`config.mk`:
```
export PLATFORM = sky130hd
export DESIGN_NAME = mpuc_const_cmul_flat
export DESIGN_NICKNAME = d
export VERILOG_FILES = /design/src/rtl/mpuc_const_cmul_if.sv /design/src/rtl/mpuc_const_cmul.sv /design/src/flat_wrapper.sv
export SDC_FILE = /design/constraint.sdc
export NUM_CORES = 1
export LEC_CHECK = 0
export CAP_MARGIN = 5
export CORE_MARGIN = 2
export CORE_UTILIZATION = 34
export CTS_BUF_LIST = sky130_fd_sc_hd__clkbuf_8 sky130_fd_sc_hd__clkbuf_16
export DETAILED_ROUTE_END_ITERATION = 8
export PLACE_DENSITY = 0.57
export SYNTH_ARGS = -nofsm -noshare
export SYNTH_HDL_FRONTEND = slang
export SYNTH_SLANG_ARGS = --single-unit
```
`constraint.sdc`:
```
create_clock -name CLK -period 10.5 [get_ports CLK]
set_input_delay 2.625 -clock CLK [delete_from_list [all_inputs] [get_ports CLK]]
set_output_delay 2.625 -clock CLK [all_outputs]
set_load 0.005 [all_outputs]
```
`src/rtl/mpuc_const_cmul_if.sv`:
```
// Sample/result bundle for the constant complex multiplier: ED/DS strobes,
// twiddle select, complex input sample and the registered complex result.
interface mpuc_const_cmul_if #(
  parameter int WIDTH = 16
);
  logic             ED;
  logic             DS;
  logic [1:0]       KSEL;
  logic             MPYJ;
  logic [WIDTH-1:0] DR;
  logic [WIDTH-1:0] DI;
  logic [WIDTH-1:0] DOR;
  logic [WIDTH-1:0] DOI;
  logic             RDY;
  logic             OVF;

  modport master (
    output ED, DS, KSEL, MPYJ, DR, DI,
    input  DOR, DOI, RDY, OVF
  );

  modport slave (
    input  ED, DS, KSEL, MPYJ, DR, DI,
    output DOR, DOI, RDY, OVF
  );
endinterface

```
`src/rtl/mpuc_const_cmul.sv`:
```
// Constant complex multiplier: one shared multiply/round/saturate path handles
// the real part on the DS edge and the stored imaginary part on the next edge.
module mpuc_const_cmul #(
  parameter int WIDTH = 16
) (
  input  logic              CLK,
  input  logic              RSTN,
  mpuc_const_cmul_if.slave  bus
);
  localparam int PW = WIDTH + 16;
  localparam int RW = WIDTH + 3;
  localparam logic signed [WIDTH-1:0] MAXV = {1'b0, {(WIDTH-1){1'b1}}};
  localparam logic signed [WIDTH-1:0] MINV = {1'b1, {(WIDTH-1){1'b0}}};
  localparam logic signed [RW-1:0]    SAT_HI = RW'(MAXV);
  localparam logic signed [RW-1:0]    SAT_LO = RW'(MINV);
  localparam logic signed [PW:0]      RND_BIAS = (PW+1)'(8192);

  function automatic logic signed [15:0] kcode(input logic [1:0] sel);
    case (sel)
      2'd0:    kcode = 16'sd11585;
      2'd1:    kcode = 16'sd8867;
      2'd2:    kcode = 16'sd21407;
      default: kcode = 16'sd16384;
    endcase
  endfunction

  // stage 1: real result plus the captured imaginary operand and controls
  logic                    v1_q, v1_d;
  logic signed [WIDTH-1:0] re1_q, re1_d;
  logic                    ovre1_q, ovre1_d;
  logic signed [WIDTH-1:0] di1_q, di1_d;
  logic [1:0]              ks1_q, ks1_d;
  logic                    mj1_q, mj1_d;
  // stage 2: both parts rounded and saturated
  logic                    v2_q, v2_d;
  logic signed [WIDTH-1:0] re2_q, re2_d;
  logic signed [WIDTH-1:0] im2_q, im2_d;
  logic                    ovf2_q, ovf2_d;
  logic                    mj2_q, mj2_d;
  // stage 3: -j rotation applied
  logic                    v3_q, v3_d;
  logic signed [WIDTH-1:0] or3_q, or3_d;
  logic signed [WIDTH-1:0] oi3_q, oi3_d;
  logic                    ovf3_q, ovf3_d;
  // output registers
  logic signed [WIDTH-1:0] dor_q, dor_d;
  logic signed [WIDTH-1:0] doi_q, doi_d;
  logic                    rdy_q, rdy_d;
  logic                    ovf_q, ovf_d;

  logic                    sel_im;
  logic signed [WIDTH-1:0] mul_x;
  logic signed [15:0]      mul_k;
  logic signed [PW-1:0]    prod;
  logic signed [PW:0]      rnd;
  logic signed [RW-1:0]    r_full;
  logic signed [WIDTH-1:0] r_sat;
  logic                    r_ovf;
  logic                    neg_ovf;
  logic signed [WIDTH-1:0] neg_re;

  // A fresh DS claims the shared path, which is what drops the older sample.
  always_comb begin
    sel_im = v1_q & ~bus.DS;
    mul_x  = sel_im ? di1_q : $signed(bus.DR);
    mul_k  = kcode(sel_im ? ks1_q : bus.KSEL);
    prod   = PW'(mul_x) * PW'(mul_k);
    rnd    = (PW+1)'(prod) + RND_BIAS;
    r_full = RW'(rnd >>> 14);
    r_sat  = r_full[WIDTH-1:0];
    r_ovf  = 1'b0;
    if (r_full > SAT_HI) begin
      r_sat = MAXV;
      r_ovf = 1'b1;
    end else if (r_full < SAT_LO) begin
      r_sat = MINV;
      r_ovf = 1'b1;
    end
    neg_ovf = (re2_q == MINV);
    neg_re  = neg_ovf ? MAXV : -re2_q;
  end

  always_comb begin
    v1_d = v1_q;  re1_d = re1_q;  ovre1_d = ovre1_q;
    di1_d = di1_q;  ks1_d = ks1_q;  mj1_d = mj1_q;
    v2_d = v2_q;  re2_d = re2_q;  im2_d = im2_q;  ovf2_d = ovf2_q;  mj2_d = mj2_q;
    v3_d = v3_q;  or3_d = or3_q;  oi3_d = oi3_q;  ovf3_d = ovf3_q;
    dor_d = dor_q;  doi_d = doi_q;  rdy_d = rdy_q;  ovf_d = ovf_q;
    if (bus.ED) begin
      v1_d = bus.DS;
      if (bus.DS) begin
        re1_d   = r_sat;
        ovre1_d = r_ovf;
        di1_d   = $signed(bus.DI);
        ks1_d   = bus.KSEL;
        mj1_d   = bus.MPYJ;
      end
      v2_d = sel_im;
      if (sel_im) begin
        re2_d  = re1_q;
        im2_d  = r_sat;
        ovf2_d = ovre1_q | r_ovf;
        mj2_d  = mj1_q;
      end
      v3_d = v2_q;
      if (v2_q) begin
        if (mj2_q) begin
          or3_d  = im2_q;
          oi3_d  = neg_re;
          ovf3_d = ovf2_q | neg_ovf;
        end else begin
          or3_d  = re2_q;
          oi3_d  = im2_q;
          ovf3_d = ovf2_q;
        end
      end
      rdy_d = v3_q;
      if (v3_q) begin
        dor_d = or3_q;
        doi_d = oi3_q;
        ovf_d = ovf_q | ovf3_q;
      end
    end
  end

  always_ff @(posedge CLK or negedge RSTN) begin
    if (!RSTN) begin
      v1_q <= 1'b0;  re1_q <= '0;  ovre1_q <= 1'b0;
      di1_q <= '0;  ks1_q <= '0;  mj1_q <= 1'b0;
      v2_q <= 1'b0;  re2_q <= '0;  im2_q <= '0;  ovf2_q <= 1'b0;  mj2_q <= 1'b0;
      v3_q <= 1'b0;  or3_q <= '0;  oi3_q <= '0;  ovf3_q <= 1'b0;
      dor_q <= '0;  doi_q <= '0;  rdy_q <= 1'b0;  ovf_q <= 1'b0;
    end else begin
      v1_q <= v1_d;  re1_q <= re1_d;  ovre1_q <= ovre1_d;
      di1_q <= di1_d;  ks1_q <= ks1_d;  mj1_q <= mj1_d;
      v2_q <= v2_d;  re2_q <= re2_d;  im2_q <= im2_d;  ovf2_q <= ovf2_d;  mj2_q <= mj2_d;
      v3_q <= v3_d;  or3_q <= or3_d;  oi3_q <= oi3_d;  ovf3_q <= ovf3_d;
      dor_q <= dor_d;  doi_q <= doi_d;  rdy_q <= rdy_d;  ovf_q <= ovf_d;
    end
  end

  assign bus.DOR = dor_q;
  assign bus.DOI = doi_q;
  assign bus.RDY = rdy_q;
  assign bus.OVF = ovf_q;
endmodule

```
`src/flat_wrapper.sv`:
```
// flat-port wrapper written by rule: the top's interface ports become plain ports
module mpuc_const_cmul_flat 
#(
  parameter int WIDTH = 16
)
  (CLK, RSTN, bus_ED, bus_DS, bus_KSEL, bus_MPYJ, bus_DR, bus_DI, bus_DOR, bus_DOI, bus_RDY, bus_OVF);
  mpuc_const_cmul_if #(.WIDTH(WIDTH)) bus_i ();
  input  logic CLK;
  input  logic RSTN;
  input wire logic [$bits(bus_i.ED)-1:0] bus_ED;
  input wire logic [$bits(bus_i.DS)-1:0] bus_DS;
  input wire logic [$bits(bus_i.KSEL)-1:0] bus_KSEL;
  input wire logic [$bits(bus_i.MPYJ)-1:0] bus_MPYJ;
  input wire logic [$bits(bus_i.DR)-1:0] bus_DR;
  input wire logic [$bits(bus_i.DI)-1:0] bus_DI;
  output wire logic [$bits(bus_i.DOR)-1:0] bus_DOR;
  output wire logic [$bits(bus_i.DOI)-1:0] bus_DOI;
  output wire logic [$bits(bus_i.RDY)-1:0] bus_RDY;
  output wire logic [$bits(bus_i.OVF)-1:0] bus_OVF;
  assign bus_i.ED = bus_ED;
  assign bus_i.DS = bus_DS;
  assign bus_i.KSEL = bus_KSEL;
  assign bus_i.MPYJ = bus_MPYJ;
  assign bus_i.DR = bus_DR;
  assign bus_i.DI = bus_DI;
  assign bus_DOR = bus_i.DOR;
  assign bus_DOI = bus_i.DOI;
  assign bus_RDY = bus_i.RDY;
  assign bus_OVF = bus_i.OVF;
  mpuc_const_cmul #(.WIDTH(WIDTH)) u_core (.CLK(CLK), .RSTN(RSTN), .bus(bus_i));
endmodule
```
### Routed metal per tile, run 1

Bar = 50 microns. The die is cut into 22 by 22 equal tiles; black is low, pale yellow is high, scaled to the fullest tile. Values are wire area over tile area, all layers added.
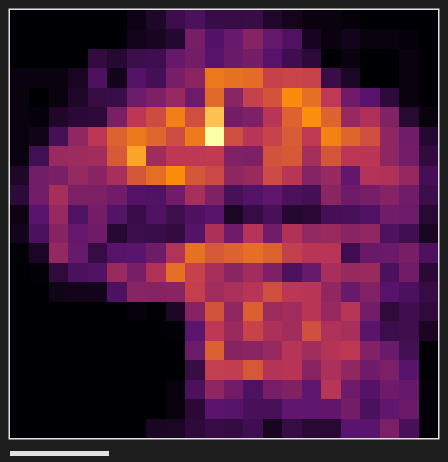
emptiest ninth of the die	bottom left
mean over tiles	0.14
nearly empty tiles	21%
tiles over half the peak	13%
fullest tile	0.54
All-Layer GR Usage: 0.184
Via Count: 11400
DR WL/cell: 17.3 microns

### Signal wires by layer, run 1

Bar = 50 microns. Only two layers are drawn.
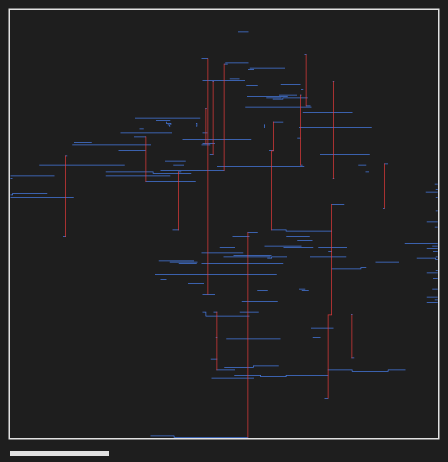
layer	colour	wire length
M4	red	762 microns
M3	blue	1570 microns

==> ci_impl_report.md, run 1 <==
## PnR job results

| Metric | Value |
|---|---|
| FILL cells | `4415` |
| I/O pins | `73` |
| Worst hold slack | `0.468 ns` |
| Share of layout cells above drive strength 1 | `0.136` |
| Worst-path clk slew | `0.08 ns` |
| Worst setup margin | `0.433 ns` |
| Status | `finished clean` |
| Reg2reg end | `u_core.re1_q[13]` |
| Worst R2R Path Depth | `25` |
| Worst Setup End Kind | `register` |
| Hold EP | `u_core.re2_q[15]` |
| Unrepaired setup endpoints after global routing | `no` |
| Simple share | `0.120` |
| Routed vias/inst | `4.80` |
| DRT iter0 DRCs | `663` |
| DR top layer | `met4` |
| Mux area share | `0.0622` |
| Levels on crit path | `26` |
| CTS max path bufs | `2` |
| FP Core Util | `0.345` |
| # diodes | `0` |
| Die x size | `216 microns` |
| Core area | `0.0443 sq mm` |
| Slew headroom | `0.242` |
### Logic cells by family, run 1

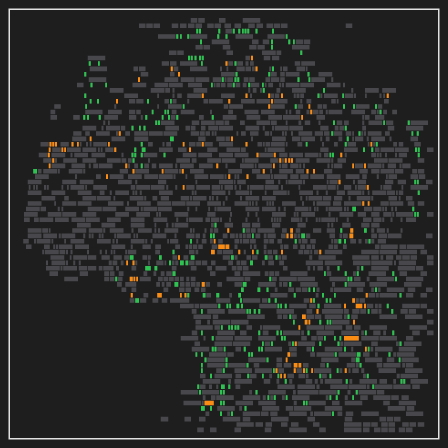
family	colour	cells	most used
nor cells	orange	117	nor2_1
nand cells	green	295	nand2_1

-- run 1: placed cells by master (no fill, tap or decap), drive strengths merged, types with 7 or more instances in the layout --
cell	n
nand2b	7
buf	136
nor2	98
o21ai	74
xor2	18
o311ai	21
clkbuf	17
inv	295
mux2i	38
clkinv	7
nand3	15
o21bai	7
and2	14
a21oi	30
a31oi	13
clkdlybuf4s50	71
ha	106
nand2	267
nor3	11
dfrtp	140
xnor2	28
o31ai	7
mux2	50
a211oi	9
fa	232
-- run 1: stage by stage --
stage	area [sq um]	instances
finish	18200	2367
global route	18200	2367
CTS	18200	2367
detailed placement	17600	2337
global placement	17600	2337
floorplan	15300	1599
-- run 1: flip-flops by register name (all words and copies together), names as in the netlist, 16 cells and up --
signal / flops
u_core.oi3_q: 16
u_core.or3_q: 16
u_core.bus.DOR: 16
u_core.bus.DOI: 16
u_core.re1_q: 16
u_core.di1_q: 16
u_core.im2_q: 16
u_core.re2_q: 16
-- run 1: cell type report --
type / instances / share of cell area
multi-input cells: 1105 / 0.576
flip-flops and latches: 140 / 0.192
repair buffers: 207 / 0.0986
inverters: 293 / 0.0603
well taps: 592 / 0.0406
clock buffers: 17 / 0.0233
clock inverters: 13 / 0.00920
-- run 1: kinds of logic (layout without fill, tap and decap cells) --
family	Yosys count	in the layout
DFF	140	140
AOI/OAI and AO/OA	197	197
adders and majority gates	338	338
muxes	88	88
buffers and inverters	354	530
and+or+nand+nor	436	436
xor gates and xnor gates	46	46
-- run 1: metal layers --
layer	vias to the layer above	GRT usage
li1	5390	-
met1	5694	0.263
met2	227	0.297
met3	41	0.0220
met4	0	0.0500
met5	-	0
-- run 1: timing repair --
| item | CTS | global route |
|---|---|---|
| endpoints found under the setup margin | 0 | 29 |
| resized | 0 | 7 |
| hold endpoints to repair | 0 | 0 |
### Routing congestion, run 1

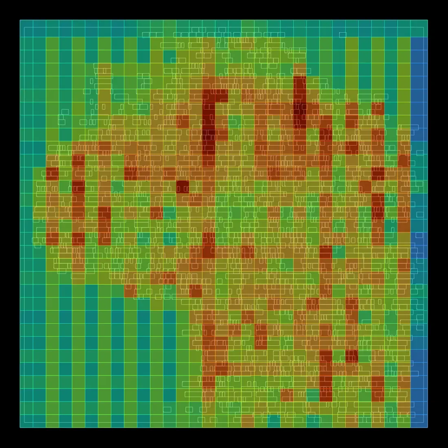

## Run 2: what changed since run 1
--- a/config.mk
+++ b/config.mk
@@ -7,10 +7,10 @@
 export LEC_CHECK = 0
 export CAP_MARGIN = 5
 export CORE_MARGIN = 2
-export CORE_UTILIZATION = 34
+export CORE_UTILIZATION = 63
 export CTS_BUF_LIST = sky130_fd_sc_hd__clkbuf_8 sky130_fd_sc_hd__clkbuf_16
 export DETAILED_ROUTE_END_ITERATION = 8
-export PLACE_DENSITY = 0.57
+export PLACE_DENSITY = 0.9
 export SYNTH_ARGS = -nofsm -noshare
 export SYNTH_HDL_FRONTEND = slang
 export SYNTH_SLANG_ARGS = --single-unit
### Routing congestion, run 2

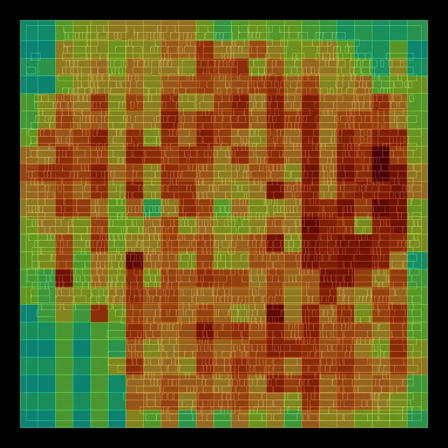
DR WL/cell: 20.2 microns
M2 GR Usage: 0.585
GRT met3 Usage: 0.0545
final core utilization: 0.749
All-Layer GR Usage: 0.351

==> run 2 against run 1 <==
First-iteration DRC count up 95%. Synthesized area unchanged. Largest cell class unchanged.
==> ci_impl_report.md, run 2 <==
## PnR job results

| Metric | Value |
|---|---|
| Worst R2R Path Depth | `26 (+4.0%)` |
| Worst-path clk slew | `0.07 ns (about the same)` |
| Slew headroom | `0.300 (+0.0577)` |
| Routed vias/inst | `5.84 (+22%)` |
| Top Layout Cells | `inv_1, nand2_1, fa_1` |
| Setup WS pre-CTS | `-0.0393 ns` |
| Status | `finished clean` |
| Core area | `0.0240 sq mm (-46%)` |
| Share of layout cells above drive strength 1 | `0.143 (+0.00740)` |
| Final period util | `0.971` |
| Worst Setup End Kind | `register` |
| Number of nets in the layout | `2159` |
| Post-synth net total | `1976` |
| Placed insts | `2087 (-11%)` |
| Port-buffer cells | `72` |
| FP Core Util | `0.636 (+0.291)` |
| Die x size | `160 microns (-26%)` |
| Via Count | `12400 (+9.0%)` |
| CTS max path bufs | `2 (unchanged)` |
| # diodes | `0 (unchanged)` |
| Chip area | `0.0255 sq mm` |
| Most common logic cell in the routed design | `inv_1` |
| Worst hold slack | `0.472 ns (+0.00450 ns)` |
| Layout Cells excl Fill | `2119 (-10%)` |
| DRT iter0 DRCs | `1290 (+95%)` |
| Post-place instance area | `0.0174 sq mm (-1.3%)` |
| Worst setup margin | `0.302 ns (-0.131 ns)` |
| Worst Max-Slew Pin Slew | `1.05 ns` |
==> run 2: repair_timing <==
item,4_1_cts,5_1_grt
setup endpoints to repair,0,18
resized,0,9
hold endpoints to repair,0,0
==> run 2: worst max-delay path, cell delays in order <==
cell	delay, ns
clkdlybuf4s50_1	0.47
nor2b_4	0.25
mux2_2	0.42
ha_1	0.34
buf_4	0.18
and2_1	0.23
fa_1	0.57
inv_1	0.06
fa_1	0.47
fa_1	0.49
fa_1	0.50
inv_1	0.07
fa_1	0.55
inv_1	0.06
fa_1	0.53
inv_1	0.04
ha_1	0.31
a21oi_1	0.18
o221ai_1	0.19
a221oi_1	0.45
o41ai_2	0.21
a41oi_1	0.27
nand4_1	0.20
nor2_1	0.15
nor2_1	0.07
buf_4	0.21
o311ai_0	0.38
==> run 2: cells by family after synthesis <==
| family | after synthesis | share of synthesized area |
|---|---|---|
| muxes | 88 | 0.0622 |
| adders and majority gates | 338 | 0.391 |
| AOI/OAI and AO/OA | 197 | 0.0830 |
| and+or+nand+nor | 436 | 0.120 |
| buffers and inverters | 354 | 0.0881 |
| DFF | 140 | 0.229 |
| xor gates and xnor gates | 46 | 0.0269 |
==> run 2: metal layers <==
metal,track usage,share of wire,vias up
met2,0.585,0.49,649
met3,0.0545,0.077,154
met4,0.149,0.046,0
met5,0,0,-
li1,-,-,5426
met1,0.461,0.39,6146
==> run 2: layout make-up <==
class / count / area [sq um]
clock buffers: 17 / 425
clock inverters: 15 / 184
fillers: 1553 / 6020
inverters: 293 / 1100
multi-input cells: 1105 / 10500
flip-flops and latches: 140 / 3500
well taps: 324 / 405
repair buffers: 225 / 1910
### Cells coloured by class, run 2

Bar = 50 microns.
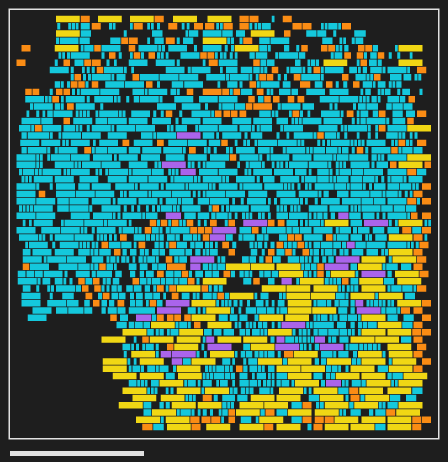

## Run 3: what changed since run 2
--- a/config.mk
+++ b/config.mk
@@ -7,10 +7,11 @@
 export LEC_CHECK = 0
 export CAP_MARGIN = 5
 export CORE_MARGIN = 2
-export CORE_UTILIZATION = 63
+export CORE_UTILIZATION = 45
 export CTS_BUF_LIST = sky130_fd_sc_hd__clkbuf_8 sky130_fd_sc_hd__clkbuf_16
 export DETAILED_ROUTE_END_ITERATION = 8
-export PLACE_DENSITY = 0.9
+export PLACE_DENSITY = 0.69
+export SKIP_CTS_REPAIR_TIMING = 1
 export SYNTH_ARGS = -nofsm -noshare
 export SYNTH_HDL_FRONTEND = slang
 export SYNTH_SLANG_ARGS = --single-unit
### Cells coloured by class, run 3

Bar = 50 microns.
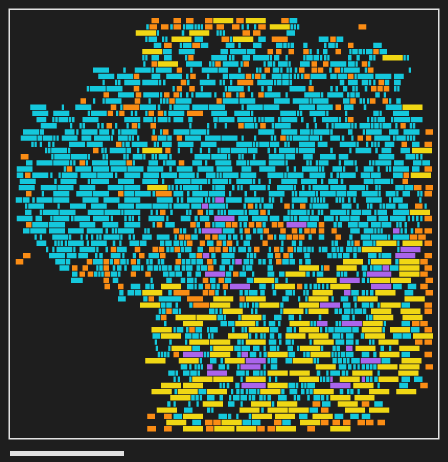
class	colour	cells	share of their area
remaining logic cells	cyan	1398	65%
sequential cells	yellow	140	20%
clock drivers and dummy loads	purple	32	3.3%
remaining buffers and delay cells	orange	254	12%
Post-Layout Inst Area: 0.0184 sq mm
final core utilization: 0.550
FP Rows: 67
fraction of area in registers: 0.190
core area: 0.0335 sq mm

==> run 3 against run 2 <==
Synthesized cell count stayed put. Worst hold slack worse by 0.0016 ns. First-iteration DRC count is 41% lower. Global-route usage is 11 points lower. Utilization is 20 points lower. Critical path type unchanged. Critical endpoint is now u_core.re1_q[13]. Largest cell class unchanged. Highest routed layer unchanged.
==> ci_impl_report.md, run 3 <==
## PnR job results

| Metric | Value |
|---|---|
| Placed insts | `2239 (+7.3%)` |
| Die x size | `188 microns (+18%)` |
| Top Layout Cells | `inv_1, nand2_1, fa_1` |
| FP Core Util | `0.456 (-0.180)` |
| Setup WS pre-CTS | `-0.232 ns (-0.192 ns)` |
| Status | `finished clean` |
| Slew headroom | `0.248 (-0.0518)` |
| Post-synth net total | `1976 (unchanged)` |
| Top cells by count | `inv_1, nand2_1, fa_1` |
| Mux area share | `0.0622 (unchanged)` |
| Worst Max-Slew Pin Slew | `1.12 ns (+0.0774 ns)` |
| Crit path top cell by count | `fa_1` |
| CP max stage delay | `0.68 ns (+0.11 ns)` |
| XOR/XNOR Area Share | `0.0269 (unchanged)` |
| Worst setup margin | `0.358 ns (+0.0562 ns)` |
| DRT iter0 DRCs | `759 (-41%)` |
| Largest net degree at the start of global routing | `73` |
| Number of nets in the layout | `2188 (+1.3%)` |
| Yosys aoi share | `0.0830 (unchanged)` |
| Synth unique cells | `64` |
| Via Count | `11700 (-5.3%)` |
| All-Layer GR Usage | `0.236 (-0.114)` |
| Share of layout cells above drive strength 1 | `0.158 (+0.0147)` |
| Worst Setup End Kind | `register` |
| DR WL/cell | `17.4 microns (-14%)` |
| Worst-path clk slew | `0.07 ns (about the same)` |
| Post-synth EDFFs | `0` |
| Simple share | `0.120 (unchanged)` |
| CTS max path bufs | `2 (unchanged)` |
| Worst path slowest cell | `fa_2` |
| FILL cells | `2967 (+91%)` |
| Worst hold slack | `0.471 ns (-0.00157 ns)` |
| Chip area | `0.0355 sq mm (+39%)` |
| Layout Cells excl Fill | `2272 (+7.2%)` |
run 3: path summary, 6_finish.rpt:
kind                                   from               end  slack (ns)  cells after the start
hold / removal             u_core.re1_q[12]  u_core.re2_q[12]        0.47                      2
min in group asynchronous              RSTN   u_core.re1_q[1]        2.18                      1
hold reg to reg            u_core.re1_q[12]  u_core.re2_q[12]        0.47                      2
setup reg to reg                u_core.v1_q  u_core.re1_q[13]        2.71                     25
setup / recovery                     bus_DS  u_core.re1_q[13]        0.36                     26
max in group asynchronous              RSTN    u_core.bus.RDY        6.90                      2
run 3: routing by layer:
metal / vias to the layer above / GRT usage / wire length, microns / share of wire
met2: 280 / 0.377 / 18700 / 0.47
met5: - / 0 / 0 / 0
li1: 5483 / - / - / -
met4: 0 / 0.0556 / 781 / 0.020
met3: 46 / 0.0412 / 2120 / 0.053
met1: 5916 / 0.338 / 18000 / 0.45
run 3: final cells by class:
cell class / instances / area [sq um] / share of cell area
clock buffers: 18 / 439 / 0.0238
inverters: 293 / 1100 / 0.0596
clock inverters: 14 / 158 / 0.00855
repair buffers: 254 / 2190 / 0.119
well taps: 448 / 561 / 0.0304
flip-flops and latches: 140 / 3500 / 0.190
multi-input cells: 1105 / 10500 / 0.569
run 3: critical path, delay by kind of cell:
kind | cells | cell delay, ns
AOI/OAI and AO/OA | 4 | 1.19
adders and majority gates | 8 | 3.74
buffers and inverters | 7 | 1.26
muxes | 1 | 0.38
and+or+nand+nor | 6 | 1.23
